==> config.mk <==
export PLATFORM = sky130hd
export DESIGN_NAME = imem_access_ctrl_flat
export DESIGN_NICKNAME = d
export VERILOG_FILES = /design/src/rtl/imem_access_ctrl_if.sv /design/src/rtl/imem_access_ctrl.sv /design/src/flat_wrapper.sv
export SDC_FILE = /design/constraint.sdc
export NUM_CORES = 1
export LEC_CHECK = 0
export CORE_AREA = 2 2 96 98
export CTS_CLUSTER_DIAMETER = 80
export DETAILED_ROUTE_END_ITERATION = 10
export DIE_AREA = 0 0 98 100
export PLACE_DENSITY_LB_ADDON = 0.3
export SLEW_MARGIN = 30
export SYNTH_ARGS = -nofsm -noshare
export SYNTH_HDL_FRONTEND = slang
export SYNTH_SLANG_ARGS = --single-unit
==> constraint.sdc <==
create_clock -name clk -period 1.7 [get_ports clk]
set_input_delay 0.34 -clock clk [delete_from_list [all_inputs] [get_ports clk]]
set_output_delay 0.34 -clock clk [all_outputs]
set_load 0.01 [all_outputs]
==> src/rtl/imem_access_ctrl_if.sv <==
// Bundle of the fetch, loader and RAM-macro signals around the instruction-memory controller.
// The controller takes the slave view; requesters and the RAM model take the master view.
interface imem_access_ctrl_if #(
    parameter int unsigned AW = 10
);
    localparam int unsigned DW = 32;

    // Fetch port (read-only)
    logic          fetch_req_valid;
    logic          fetch_req_ready;
    logic [DW-1:0] fetch_addr;
    logic          fetch_rsp_valid;
    logic [DW-1:0] fetch_rsp_data;
    logic          fetch_rsp_err;

    // Loader / debug port (read/write)
    logic          ld_req_valid;
    logic          ld_req_ready;
    logic          ld_we;
    logic [DW-1:0] ld_addr;
    logic [DW-1:0] ld_wdata;
    logic          ld_rsp_valid;
    logic [DW-1:0] ld_rsp_rdata;
    logic          ld_rsp_err;

    // Single-port synchronous RAM macro
    logic          mem_en;
    logic          mem_we;
    logic [AW-1:0] mem_addr;
    logic [DW-1:0] mem_wdata;
    logic [DW-1:0] mem_rdata;

    logic          init_busy;

    modport slave (
        input  fetch_req_valid, fetch_addr,
        output fetch_req_ready, fetch_rsp_valid, fetch_rsp_data, fetch_rsp_err,
        input  ld_req_valid, ld_we, ld_addr, ld_wdata,
        output ld_req_ready, ld_rsp_valid, ld_rsp_rdata, ld_rsp_err,
        output mem_en, mem_we, mem_addr, mem_wdata,
        input  mem_rdata,
        output init_busy
    );

    modport master (
        output fetch_req_valid, fetch_addr,
        input  fetch_req_ready, fetch_rsp_valid, fetch_rsp_data, fetch_rsp_err,
        output ld_req_valid, ld_we, ld_addr, ld_wdata,
        input  ld_req_ready, ld_rsp_valid, ld_rsp_rdata, ld_rsp_err,
        input  mem_en, mem_we, mem_addr, mem_wdata,
        output mem_rdata,
        input  init_busy
    );
endinterface

==> src/rtl/imem_access_ctrl.sv <==
// Shares one single-port instruction RAM between the fetch port and the loader port,
// with an optional post-reset clear, range checking and a fetch anti-starvation limit.
module imem_access_ctrl #(
    parameter int unsigned DEPTH              = 1024,
    parameter int unsigned AW                 = 10,
    parameter int unsigned CLEAR_ON_RESET     = 1,
    parameter int unsigned FETCH_STARVE_LIMIT = 4
) (
    input  logic                 clk,
    input  logic                 reset,
    imem_access_ctrl_if.slave    bus
);

    localparam int unsigned DW = 32;
    localparam int unsigned SW = 4;

    typedef enum logic {
        ST_INIT,
        ST_RUN
    } state_e;

    localparam state_e        RESET_STATE  = (CLEAR_ON_RESET != 0) ? ST_INIT : ST_RUN;
    localparam logic [SW-1:0] STARVE_LIMIT = SW'(FETCH_STARVE_LIMIT);
    localparam logic [SW-1:0] STARVE_MAX   = {SW{1'b1}};
    localparam logic [AW-1:0] LAST_ADDR    = AW'(DEPTH - 1);

    state_e        state_q, state_d;
    logic [AW-1:0] clear_ptr_q, clear_ptr_d;
    logic [SW-1:0] starve_q, starve_d;

    // Response tag: who owns the access accepted last cycle and how to answer it
    logic tag_valid_q, tag_valid_d;
    logic tag_ld_q, tag_ld_d;
    logic tag_we_q, tag_we_d;
    logic tag_err_q, tag_err_d;

    logic          run_c;
    logic          clearing_c;
    logic          fetch_oor_c;
    logic          ld_oor_c;
    logic          fetch_pri_c;
    logic          grant_ld_c;
    logic          grant_fetch_c;
    logic          rsp_live_c;

    function automatic logic out_of_range(input logic [DW-1:0] addr);
        return (addr >> (AW + 2)) != '0;
    endfunction

    function automatic logic [AW-1:0] word_addr(input logic [DW-1:0] addr);
        return addr[AW+1:2];
    endfunction

    // Arbitration: loader first, unless fetch has waited through STARVE_LIMIT loader grants
    always_comb begin
        run_c         = (state_q == ST_RUN) && !reset;
        clearing_c    = (state_q == ST_INIT) && !reset;
        fetch_oor_c   = out_of_range(bus.fetch_addr);
        ld_oor_c      = out_of_range(bus.ld_addr);
        fetch_pri_c   = bus.fetch_req_valid && (starve_q == STARVE_LIMIT);
        grant_ld_c    = run_c && bus.ld_req_valid && !fetch_pri_c;
        grant_fetch_c = run_c && bus.fetch_req_valid && !grant_ld_c;

        bus.ld_req_ready    = grant_ld_c;
        bus.fetch_req_ready = grant_fetch_c;
    end

    // RAM drive follows the clear pointer during INIT, otherwise the granted request
    always_comb begin
        bus.mem_en    = 1'b0;
        bus.mem_we    = 1'b0;
        bus.mem_addr  = '0;
        bus.mem_wdata = '0;
        if (clearing_c) begin
            bus.mem_en   = 1'b1;
            bus.mem_we   = 1'b1;
            bus.mem_addr = clear_ptr_q;
        end else if (grant_ld_c) begin
            if (!ld_oor_c) begin
                bus.mem_en   = 1'b1;
                bus.mem_we   = bus.ld_we;
                bus.mem_addr = word_addr(bus.ld_addr);
                if (bus.ld_we) begin
                    bus.mem_wdata = bus.ld_wdata;
                end
            end
        end else if (grant_fetch_c) begin
            if (!fetch_oor_c) begin
                bus.mem_en   = 1'b1;
                bus.mem_addr = word_addr(bus.fetch_addr);
            end
        end
    end

    // Next-state: clear sequencing, starvation counter and response tag capture
    always_comb begin
        state_d     = state_q;
        clear_ptr_d = clear_ptr_q;
        starve_d    = starve_q;
        tag_valid_d = 1'b0;
        tag_ld_d    = 1'b0;
        tag_we_d    = 1'b0;
        tag_err_d   = 1'b0;

        case (state_q)
            ST_INIT: begin
                if (clear_ptr_q == LAST_ADDR) begin
                    state_d     = ST_RUN;
                    clear_ptr_d = '0;
                end else begin
                    clear_ptr_d = clear_ptr_q + AW'(1);
                end
            end
            ST_RUN: begin
                state_d = ST_RUN;
            end
            default: begin
                state_d = RESET_STATE;
            end
        endcase

        if (!bus.fetch_req_valid || grant_fetch_c) begin
            starve_d = '0;
        end else if (grant_ld_c && (starve_q != STARVE_MAX)) begin
            starve_d = starve_q + SW'(1);
        end

        if (grant_ld_c) begin
            tag_valid_d = 1'b1;
            tag_ld_d    = 1'b1;
            tag_we_d    = bus.ld_we;
            tag_err_d   = ld_oor_c;
        end else if (grant_fetch_c) begin
            tag_valid_d = 1'b1;
            tag_err_d   = fetch_oor_c;
        end
    end

    always_ff @(posedge clk) begin
        if (reset) begin
            state_q     <= RESET_STATE;
            clear_ptr_q <= '0;
            starve_q    <= '0;
            tag_valid_q <= 1'b0;
            tag_ld_q    <= 1'b0;
            tag_we_q    <= 1'b0;
            tag_err_q   <= 1'b0;
        end else begin
            state_q     <= state_d;
            clear_ptr_q <= clear_ptr_d;
            starve_q    <= starve_d;
            tag_valid_q <= tag_valid_d;
            tag_ld_q    <= tag_ld_d;
            tag_we_q    <= tag_we_d;
            tag_err_q   <= tag_err_d;
        end
    end

    // Responses: routed by the tag; read data comes straight from the RAM output register
    always_comb begin
        rsp_live_c = tag_valid_q && !reset;

        bus.fetch_rsp_valid = rsp_live_c && !tag_ld_q;
        bus.fetch_rsp_err   = rsp_live_c && !tag_ld_q && tag_err_q;
        bus.fetch_rsp_data  = '0;
        if (rsp_live_c && !tag_ld_q && !tag_err_q) begin
            bus.fetch_rsp_data = bus.mem_rdata;
        end

        bus.ld_rsp_valid = rsp_live_c && tag_ld_q;
        bus.ld_rsp_err   = rsp_live_c && tag_ld_q && tag_err_q;
        bus.ld_rsp_rdata = '0;
        if (rsp_live_c && tag_ld_q && !tag_we_q && !tag_err_q) begin
            bus.ld_rsp_rdata = bus.mem_rdata;
        end

        bus.init_busy = reset ? (CLEAR_ON_RESET != 0) : (state_q == ST_INIT);
    end

endmodule

==> src/flat_wrapper.sv <==
// flat-port wrapper written by rule: the top's interface ports become plain ports
module imem_access_ctrl_flat 
#(
    parameter int unsigned DEPTH              = 1024,
    parameter int unsigned AW                 = 10,
    parameter int unsigned CLEAR_ON_RESET     = 1,
    parameter int unsigned FETCH_STARVE_LIMIT = 4
)
  (clk, reset, bus_fetch_req_valid, bus_fetch_addr, bus_fetch_req_ready, bus_fetch_rsp_valid, bus_fetch_rsp_data, bus_fetch_rsp_err, bus_ld_req_valid, bus_ld_we, bus_ld_addr, bus_ld_wdata, bus_ld_req_ready, bus_ld_rsp_valid, bus_ld_rsp_rdata, bus_ld_rsp_err, bus_mem_en, bus_mem_we, bus_mem_addr, bus_mem_wdata, bus_mem_rdata, bus_init_busy);
  imem_access_ctrl_if #(.AW(AW)) bus_i ();
  input  logic clk;
  input  logic reset;
  input wire logic [$bits(bus_i.fetch_req_valid)-1:0] bus_fetch_req_valid;
  input wire logic [$bits(bus_i.fetch_addr)-1:0] bus_fetch_addr;
  output wire logic [$bits(bus_i.fetch_req_ready)-1:0] bus_fetch_req_ready;
  output wire logic [$bits(bus_i.fetch_rsp_valid)-1:0] bus_fetch_rsp_valid;
  output wire logic [$bits(bus_i.fetch_rsp_data)-1:0] bus_fetch_rsp_data;
  output wire logic [$bits(bus_i.fetch_rsp_err)-1:0] bus_fetch_rsp_err;
  input wire logic [$bits(bus_i.ld_req_valid)-1:0] bus_ld_req_valid;
  input wire logic [$bits(bus_i.ld_we)-1:0] bus_ld_we;
  input wire logic [$bits(bus_i.ld_addr)-1:0] bus_ld_addr;
  input wire logic [$bits(bus_i.ld_wdata)-1:0] bus_ld_wdata;
  output wire logic [$bits(bus_i.ld_req_ready)-1:0] bus_ld_req_ready;
  output wire logic [$bits(bus_i.ld_rsp_valid)-1:0] bus_ld_rsp_valid;
  output wire logic [$bits(bus_i.ld_rsp_rdata)-1:0] bus_ld_rsp_rdata;
  output wire logic [$bits(bus_i.ld_rsp_err)-1:0] bus_ld_rsp_err;
  output wire logic [$bits(bus_i.mem_en)-1:0] bus_mem_en;
  output wire logic [$bits(bus_i.mem_we)-1:0] bus_mem_we;
  output wire logic [$bits(bus_i.mem_addr)-1:0] bus_mem_addr;
  output wire logic [$bits(bus_i.mem_wdata)-1:0] bus_mem_wdata;
  input wire logic [$bits(bus_i.mem_rdata)-1:0] bus_mem_rdata;
  output wire logic [$bits(bus_i.init_busy)-1:0] bus_init_busy;
  assign bus_i.fetch_req_valid = bus_fetch_req_valid;
  assign bus_i.fetch_addr = bus_fetch_addr;
  assign bus_fetch_req_ready = bus_i.fetch_req_ready;
  assign bus_fetch_rsp_valid = bus_i.fetch_rsp_valid;
  assign bus_fetch_rsp_data = bus_i.fetch_rsp_data;
  assign bus_fetch_rsp_err = bus_i.fetch_rsp_err;
  assign bus_i.ld_req_valid = bus_ld_req_valid;
  assign bus_i.ld_we = bus_ld_we;
  assign bus_i.ld_addr = bus_ld_addr;
  assign bus_i.ld_wdata = bus_ld_wdata;
  assign bus_ld_req_ready = bus_i.ld_req_ready;
  assign bus_ld_rsp_valid = bus_i.ld_rsp_valid;
  assign bus_ld_rsp_rdata = bus_i.ld_rsp_rdata;
  assign bus_ld_rsp_err = bus_i.ld_rsp_err;
  assign bus_mem_en = bus_i.mem_en;
  assign bus_mem_we = bus_i.mem_we;
  assign bus_mem_addr = bus_i.mem_addr;
  assign bus_mem_wdata = bus_i.mem_wdata;
  assign bus_i.mem_rdata = bus_mem_rdata;
  assign bus_init_busy = bus_i.init_busy;
  imem_access_ctrl #(.DEPTH(DEPTH), .AW(AW), .CLEAR_ON_RESET(CLEAR_ON_RESET), .FETCH_STARVE_LIMIT(FETCH_STARVE_LIMIT)) u_core (.clk(clk), .reset(reset), .bus(bus_i));
endmodule
Figure 1. Congestion heat map (run 1).
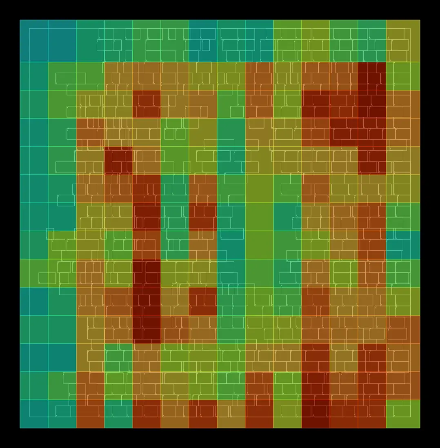
fin util: 66.9%
met1 usage: 26.7%
met2 Use GR: 46.4%

Figure 2. Placement density heat map (run 1).
The die is cut into 10 by 10 equal tiles; dark blue is low, red is high, 0 to 100% covered.
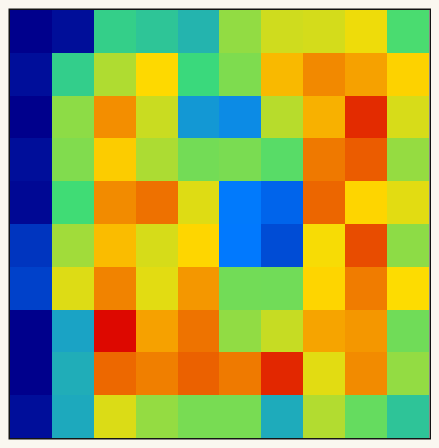
mean over tiles: 59%
tiles over 75% full: 33%
emptiest ninth of the die: north-west
fullest tile: 99%
nearly empty tiles: 5.0%
fp util: 20.7%
Core ar.: 8890 µm²

Figure 3. Gate-type map (run 1).
The bar under the picture is 20 µm long.
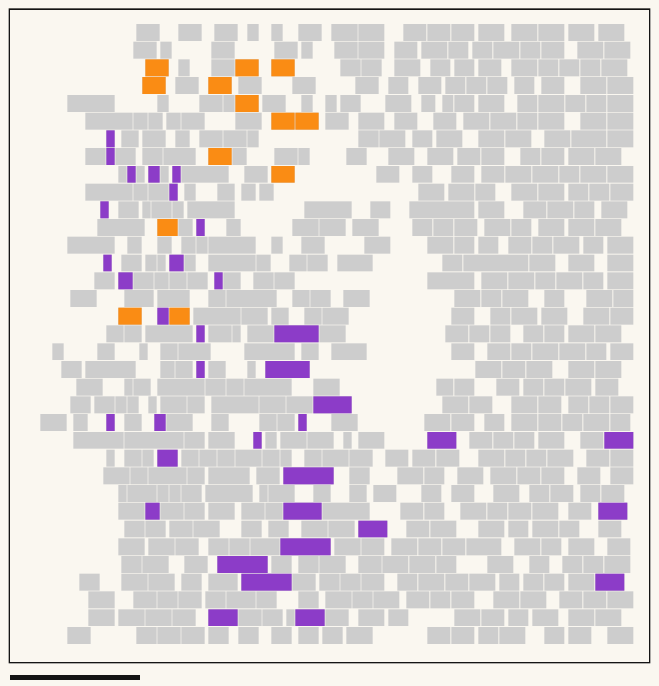
[orange] non-inverting ao/oa cells | cells: 13
[purple] nor cells | cells: 36
Comb area share: 30.0%
Final Non-Filler Cells: 696
Commonest Layout Cell: buf_6

==> impl_metrics.toml, run 1 <==
# implementation run metrics
[synthesis]
edf_count = 0
ys_cells = 249
ys_sh_xor_pct = 3.81
post_synth_mux_area_share_pct = 0
synth_nets = 385
synth_cells = 249
yosys_warnings = 0
synth_seq_share_pct = 20.7
synth_area_um2 = 1840
async_reset_ff_share_pct = 0
yosysChipArea_um2 = 1840
top_logic_kind = "simple AND/OR/NAND/NOR gates"
synth.distinct_cells = 38
ys_sh_adder_pct = 2.04
avgSynthCellArea_um2 = 7.39
synth.most_common_cell = "and2_1"
yosys.area_share.simple_pct = 58.5
ys_ff = 19

[power_and_ir_drop]
clockPowerShare_pct = 26.6
total_power_mw = 1.17
p_leak_nw = 2.78
p_switching_mw = 0.267
combPwrFrac_pct = 34.2
pwr-share-seq_pct = 39.3
p_sw_share_pct = 22.8
pg_seq_mw = 0.458

[timing]
setup_viol = 112
timing.final.ws_setup_ps = -721
fin_skew_ps = 5.45
finalHoldViolations = 0

[worst_setup_path]
cp_data_required_time_ps = 1360
worstPathArrival_ps = 2080
crit_buf_inv = 7
cp.depth = 12
crit_slowest_cell = "dfxtp_2"
reg2reg_from = "u_core.starve_q[0]"
startpoint = "u_core.starve_q[0]"
ff2ff_path_depth = 12
critPathMaxFanout = 3
critPathCaptureType = "output pin"

[clock_tree]
cts_root_buf = "clkbuf_8"
clk_pin_slew_ps = 70
cts_setup_buffers = 74
cts.sinks = 19
htreeDepth = 1

[placement]
place_inst = 622
routabilityCongestion = 0.806
portBuffers = 243
dp_slack_ps = -1120

[detailed_routing]
dr.first_iter.drc_count = 64
drt-total-wl_um = 13100
met3_length_um = 726
met1Wirelength_um = 4710
drcViolationCount = 0
drtAntennaViolNets = 0
route.met2.wl_um = 7240

[cells_and_area]
fin_area_um2 = 5950
nMultiInputCombCells = 208
clock_area_share_pct = 0.757
logic_area_um2 = 1780
largest_register_ffs = 10
nClkBuffers = 4
seq_share_pct = 6.48
buffers = 344
top_register = "u_core.clear_ptr_q"

[run_status]
outcome = "finished, violations left"
violations = "setup timing"

[floorplanning]
die-area_um2 = 9800
rows = 35

[min_path]
hold_path_depth = 3

[grt]
grt_overflow_total = 0
grtUsageMet3_pct = 1.88
antenna_found_initial = 1
==> run 1 -> run 2 <==
- CAP_MARGIN: unset -> 5
- CORE_AREA: 2 2 96 98 -> unset
- CORE_ASPECT_RATIO: unset -> 0.5
- CORE_UTILIZATION: unset -> 23
- DIE_AREA: 0 0 98 100 -> unset
Figure 4. Gate-type map (run 2).
The bar under the picture is 50 µm long.
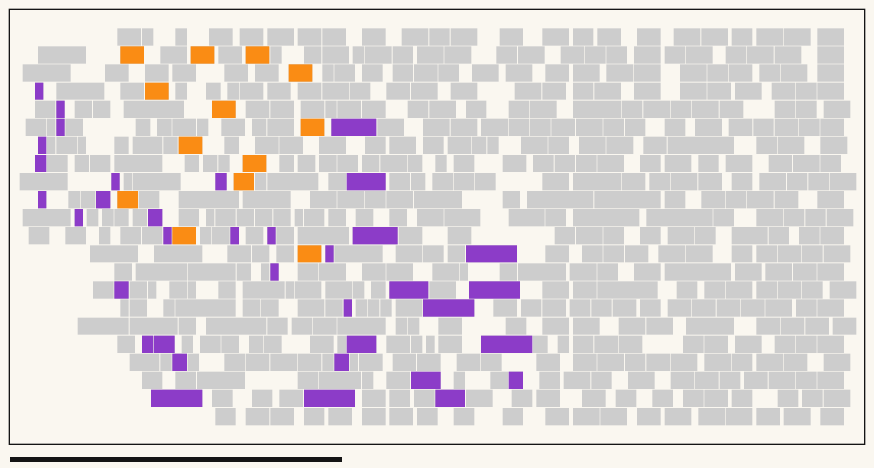
[purple] nor cells | cells: 36
[orange] non-inverting ao/oa cells | cells: 13
Final Non-Filler Cells: 662
Comb area share: 31.4%

Figure 5. Metal layers overlaid (run 2).
The bar under the picture is 50 µm long.
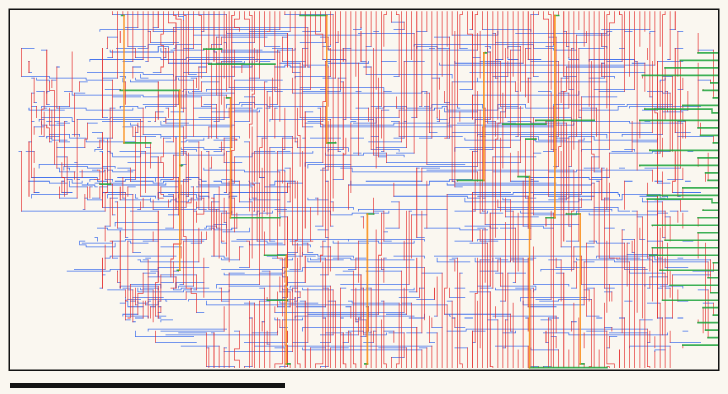
[green] metal 3 | wire length: 354 µm
[blue] metal 1 | wire length: 4680 µm
[red] metal 2 | wire length: 6100 µm
[orange] metal 4 | wire length: 269 µm
overall routing resource usage: 25.4%
WL final: 11400 µm

Figure 6. Clock wires, drivers and flops (run 2).
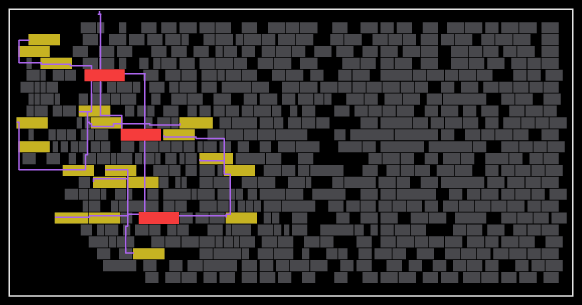
[purple] clock wires | length: 303 µm
[red] clock drivers | count: 3
[yellow] flip-flops | count: 19
routed clock nets: 4

==> run 2 against run 1 <==
  * The run still ends with setup timing left
  * Cell area is 4.4% lower
  * Hold slack better by 33 ps
  * Setup slack better by 140 ps
  * Clock power is 61% higher
  * Critical path depth is 2 lower
  * Clock-buffer cell count stayed put
  * Final cell count is 4.9% lower
  * Register-to-register slack hardly changed
  * Sequential power hardly changed
  * Die size is 14% lower
  * Fmax is 6.2% higher
  * Global-route usage is 1.8 points higher
  * Critical path type unchanged
  * Critical endpoint is now bus_mem_we
==> impl_metrics.toml, run 2 <==
# implementation run metrics
[run_status]
outcome = "finished, violations left"
violations = "setup timing"

[grt]
met2_usage_pct = 46.6
antenna_found_initial = 0
grtUsageMet3_pct = 2.44
grt_overflow_total = 0
met1_usage_pct = 31.8
grt_pass1_vias = 2964

[detailed_routing]
drcViolationCount = 0
wl_per_cell_um = 17.2
route.met2.wl_um = 6100
met3_length_um = 353
met1Wirelength_um = 4680
drtAntennaViolNets = 0
dr.first_iter.drc_count = 76

[synthesis]
yosys.area_share.simple_pct = 58.5
synth_cells = 249
top_logic_kind = "simple AND/OR/NAND/NOR gates"
yosysChipArea_um2 = 1840
edf_count = 0
synth_nets = 385
ys_sh_adder_pct = 2.04
synth.distinct_cells = 38
async_reset_ff_share_pct = 0
synth_seq_share_pct = 20.7
yosys_warnings = 0
ys_sh_xor_pct = 3.81
synth_area_um2 = 1840
synth.most_common_cell = "and2_1"
post_synth_mux_area_share_pct = 0
ys_ff = 19

[cells_and_area]
utilization_pct = 75.4
clock_area_share_pct = 1.39
largest_register_ffs = 10
lay_top_count = "buf_6"
nClkBuffers = 4
seq_share_pct = 6.78
fin_area_um2 = 5690
logic_area_um2 = 1790
reg_top3 = "u_core.clear_ptr_q x10, u_core.starve_q x4"
top_register = "u_core.clear_ptr_q"
buffers = 314
nMultiInputCombCells = 208

[placement]
place_inst = 620
routabilityCongestion = 0.803
portBuffers = 243
dp_slack_ps = -1130

[worst_setup_path]
crit_buf_inv = 5
worstPathArrival_ps = 1940
critPathMaxFanout = 4
crit_slowest_cell = "dfxtp_2"
reg2reg_from = "u_core.starve_q[0]"
critPathCaptureType = "output pin"
ff2ff_path_depth = 11
cp_data_required_time_ps = 1360
cp.depth = 10
startpoint = "u_core.starve_q[0]"

[clock_tree]
cts.sinks = 19
cts_setup_buffers = 30
htreeDepth = 1
clk_pin_slew_ps = 60
cts_root_buf = "clkbuf_16"

[timing]
fin_skew_ps = 2.01
slew_headroom_pct = 53.0
setup_viol = 114
slew_violations = 0
tightest_slew_ps = 703
finalHoldViolations = 0
worst_hold_slack_ps = 464
timing.final.ws_setup_ps = -580

[power_and_ir_drop]
p_leak_nw = 2.61
total_power_mw = 1.35
clockPowerShare_pct = 37.0
pwr-share-seq_pct = 34.0
p_sw_share_pct = 22.7
combPwrFrac_pct = 29.0
p_switching_mw = 0.307
pg_seq_mw = 0.459

[floorplanning]
chipHeight_um = 65.3
rows = 22
initCoreUtil_pct = 24.4
die-area_um2 = 8390
coreArea_um2 = 7540

[min_path]
hold_path_depth = 3
Power and IR drop assume default switching activity.
